==> config.mk <==
export PLATFORM = sky130hd
export DESIGN_NAME = usb_tx_scheduler
export DESIGN_NICKNAME = d
export VERILOG_FILES = /design/src/rtl/usb_tx_scheduler.sv
export SDC_FILE = /design/constraint.sdc
export NUM_CORES = 1
export LEC_CHECK = 0
export CAP_MARGIN = 40
export CORE_MARGIN = 2
export CORE_UTILIZATION = 49
export DETAILED_ROUTE_END_ITERATION = 10
export PLACE_DENSITY_LB_ADDON = 0.2
export SLEW_MARGIN = 10
export SYNTH_ARGS = -nofsm -noshare
export SYNTH_HDL_FRONTEND = slang
export SYNTH_SLANG_ARGS = --single-unit
==> constraint.sdc <==
create_clock -name clk -period 7.38 [get_ports clk]
set_input_delay 1.107 -clock clk [delete_from_list [all_inputs] [get_ports clk]]
set_output_delay 1.107 -clock clk [all_outputs]
set_load 0.005 [all_outputs]
Run 1, drive-strength map:
Bar = 20 µm.
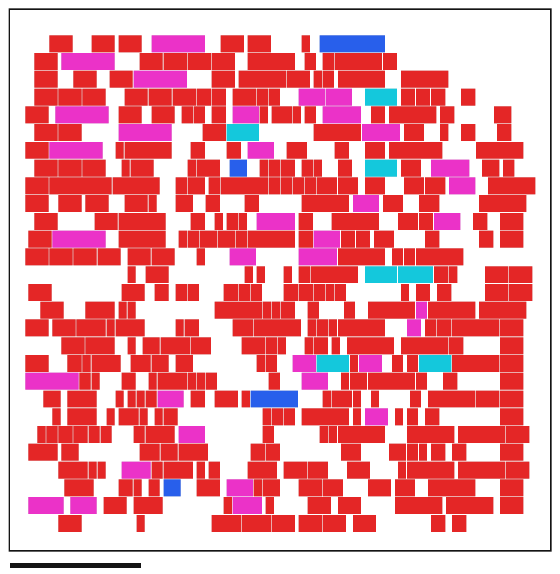
_6 and larger -> cyan  # cells 7
_2 cells -> magenta  # cells 35
_0 and _1 cells -> red  # cells 370
_3 and _4 cells -> blue  # cells 4
Non-CTS buffers: 83
total non-filler cell area in the finished layout: 3970 µm²
Area Growth Syn to Fin: 31.0%
setup slack after layout: 1.00 ns

Run 1, where the registers sit:
Bar = 20 µm. Other sequential cells in the stronger gray, the rest of the logic in the fainter gray.
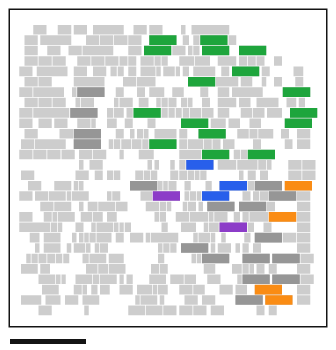
state_dbg -> blue  # sequential cells 3
crc -> green  # sequential cells 16
ep_done -> orange  # sequential cells 4, where bottom right
g_idx -> purple  # sequential cells 2
not colored = 17
share of the core filled with cells in the final layout: 66.7%
combined flip-flop and latch cell area: 841 µm²
flop share of the area: 21.2%
power dissipated in sequential cells: 0.374 mW

Run 1, placed cells, one color a class:
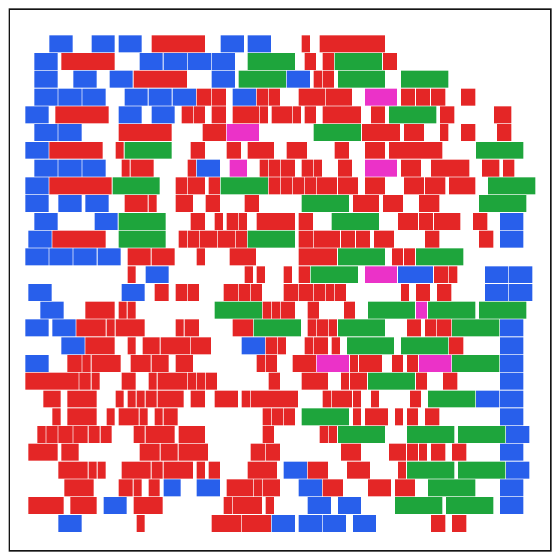
sequential cells -> green  # cells 42
combinational and other logic -> red  # cells 283
clock drivers and dummy loads -> magenta  # cells 8
remaining buffers and delay cells -> blue  # cells 83
standard-cell rows: 28
Core Footprint: 5960 µm²

Run 1, the clock network:
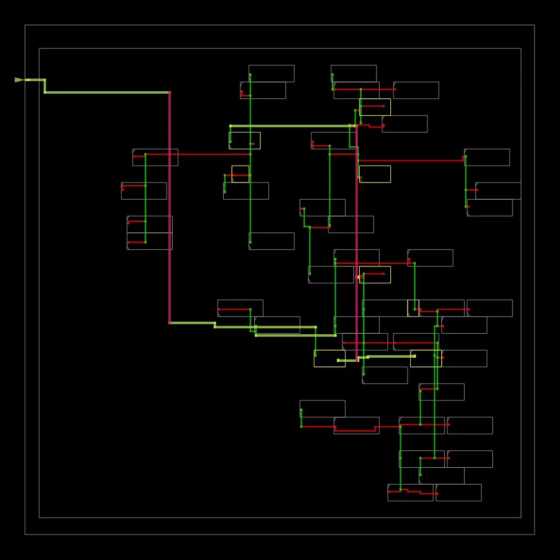
clock buf count: 6
worst clock skew on the final layout: 0.00699 ns
number of sinks handled by clock tree synthesis: 42

==> results.toml <==
# flow metrics
[status]
status = "completed"

[final_timing]
clock.fmax_mhz = 157
timing_hold_violations_final = 0
timing.final.setup_violations = 0
layout_worst_path_cycle_share_pct = 86.4
worst-slew-pin-transition_ns = 0.810
final.min_clock_period_ns = 6.38
max-slew-margin-rel_pct = 45.8
tns_ns = 0
rsz0062_at_grt = "no"

[setup_path]
critical_path_arrival_ns = 6.60
critical_path.max_fanout = 10
critical_path_class = "input pin to flip-flop"
path_buffers = 2
worstSetupPathDepth = 21
timing.critical_path.from_type = "input pin"
worst_setup_path_end_kind = "flip-flop"
worstPathRequired_ns = 7.61
cp_slowest_stage_delay_ns = 0.56

[cts]
post_cts_hold_buffers = 0
count_of_cells_resized_by_post_cts_repair = 0
cts_setup_buffers = 0
clock_latency_ns = 0.30
cts_max_path_buffers = 2

[global_route]
grt_pass1_vias = 2579
grt_pass1_wl_mm = 12.2
maximum_number_of_pins_on_one_net_before_global_route_repair = 26

[pwr]
intPower_mw = 0.930
power_share_of_the_combinational_group_pct = 68.5
p_switching_mw = 0.754
power_mw = 1.68
clock_power_share_pct = 9.3
power.sequential.fraction_pct = 22.2
vdd_drop_max_mv = 0.336
power-per-cell-area_nw_per_um2 = 424

[die]
die.size.y_um = 82.7
floorplan.die_area_um2 = 6840
fp_util_pct = 50.9
die-width_um = 82.7

[drt]
drt_drc_violations_left = 0
route.detailed.wl_per_inst_um = 15.6
detail-route-antenna-nets = 0
vias = 2755
detail_route.first_pass.iterations = 4

[synthesis]
synth.cell_area_um2 = 3030
largest_area_cell = "sky130_fd_sc_hd__dfxtp_1"
synth-edff-count = 0
synth_area_per_cell_um2 = 8.87
synth_seq_share_pct = 27.7
dominantRegCellSynth = "sky130_fd_sc_hd__dfxtp_1"
synth_async_sr_flop_share_pct = 0
post-synth-top-count-cell = "sky130_fd_sc_hd__dfxtp_1"

[final_layout]
layout_top_cells_excl_fill_tap = "sky130_fd_sc_hd__clkdlybuf4s50_1 (81), sky130_fd_sc_hd__dfxtp_1 (42), sky130_fd_sc_hd__nor2_1 (29), sky130_fd_sc_hd__a21oi_1 (22), sky130_fd_sc_hd__nand2_1 (21)"
fillerInstances = 500
largest_reg_flops = 16
final_common_cell = "sky130_fd_sc_hd__clkdlybuf4s50_1"
antenna_cells = 0

[place]
detailed_place.area_um2 = 3880
routabilityCongestion = 0.904
dp_hpwl_mm = 6.03

[job]
max_cap_viol_count = 0

[hold_path]
hold_path_depth = 1
## run 1: metrics by stage
step	hold WS (ns)	cells
global placement	0.478	482
finish	0.502	491
CTS	0.502	491
global route	0.522	491
floorplan	0.461	343
detailed placement	0.491	483
## run 1: metal layers
layer | vias up | GRT usage [%] | wire (µm)
li1 | 1362 | - | -
met1 | 1291 | 31.7 | 3500
met2 | 95 | 38.5 | 3550
met3 | 7 | 4.35 | 492
met4 | 0 | 5.90 | 93
met5 | - | 0 | 0
## run 1: kinds of logic (layout without fill, tap and decap cells)
logic type               after synthesis  count (layout)  share of synthesized area [%]
AND/OR/NAND/NOR                      119             119                           20.0
AND-OR/OR-AND                         74              74                           16.5
other                                  1               2                          0.124
XOR/XNOR                              23              23                           8.95
multiplexers                          29              29                           13.9
flip-flops                            42              42                           27.7
adder cells (fa/ha/maj)               19              19                           7.84
buffers and inverters                 35             108                           4.95
## run 1: final cells by class
cell class                 instances  share of cell area, %
timing repair buffer              83                   21.0
clock inverter                     2                  0.315
sequential                        42                   21.2
tap                               75                   2.36
multi-input combinational        266                   51.5
clock buffer                       6                   2.08
inverter                          17                   1.61
## run 1: power by group through the flow
stage / Combinational (mW) / Clock, mW / Sequential (mW)
finish: 1.15 / 0.157 / 0.374
global route: 1.26 / 0.168 / 0.386
CTS: 1.15 / 0.160 / 0.374
detailed placement: 1.14 / 0 / 0.378
global placement: 1.13 / 0 / 0.377
floorplan: 0.914 / 0 / 0.310
No activity file was given, so power comes from the tool's default toggle rates.
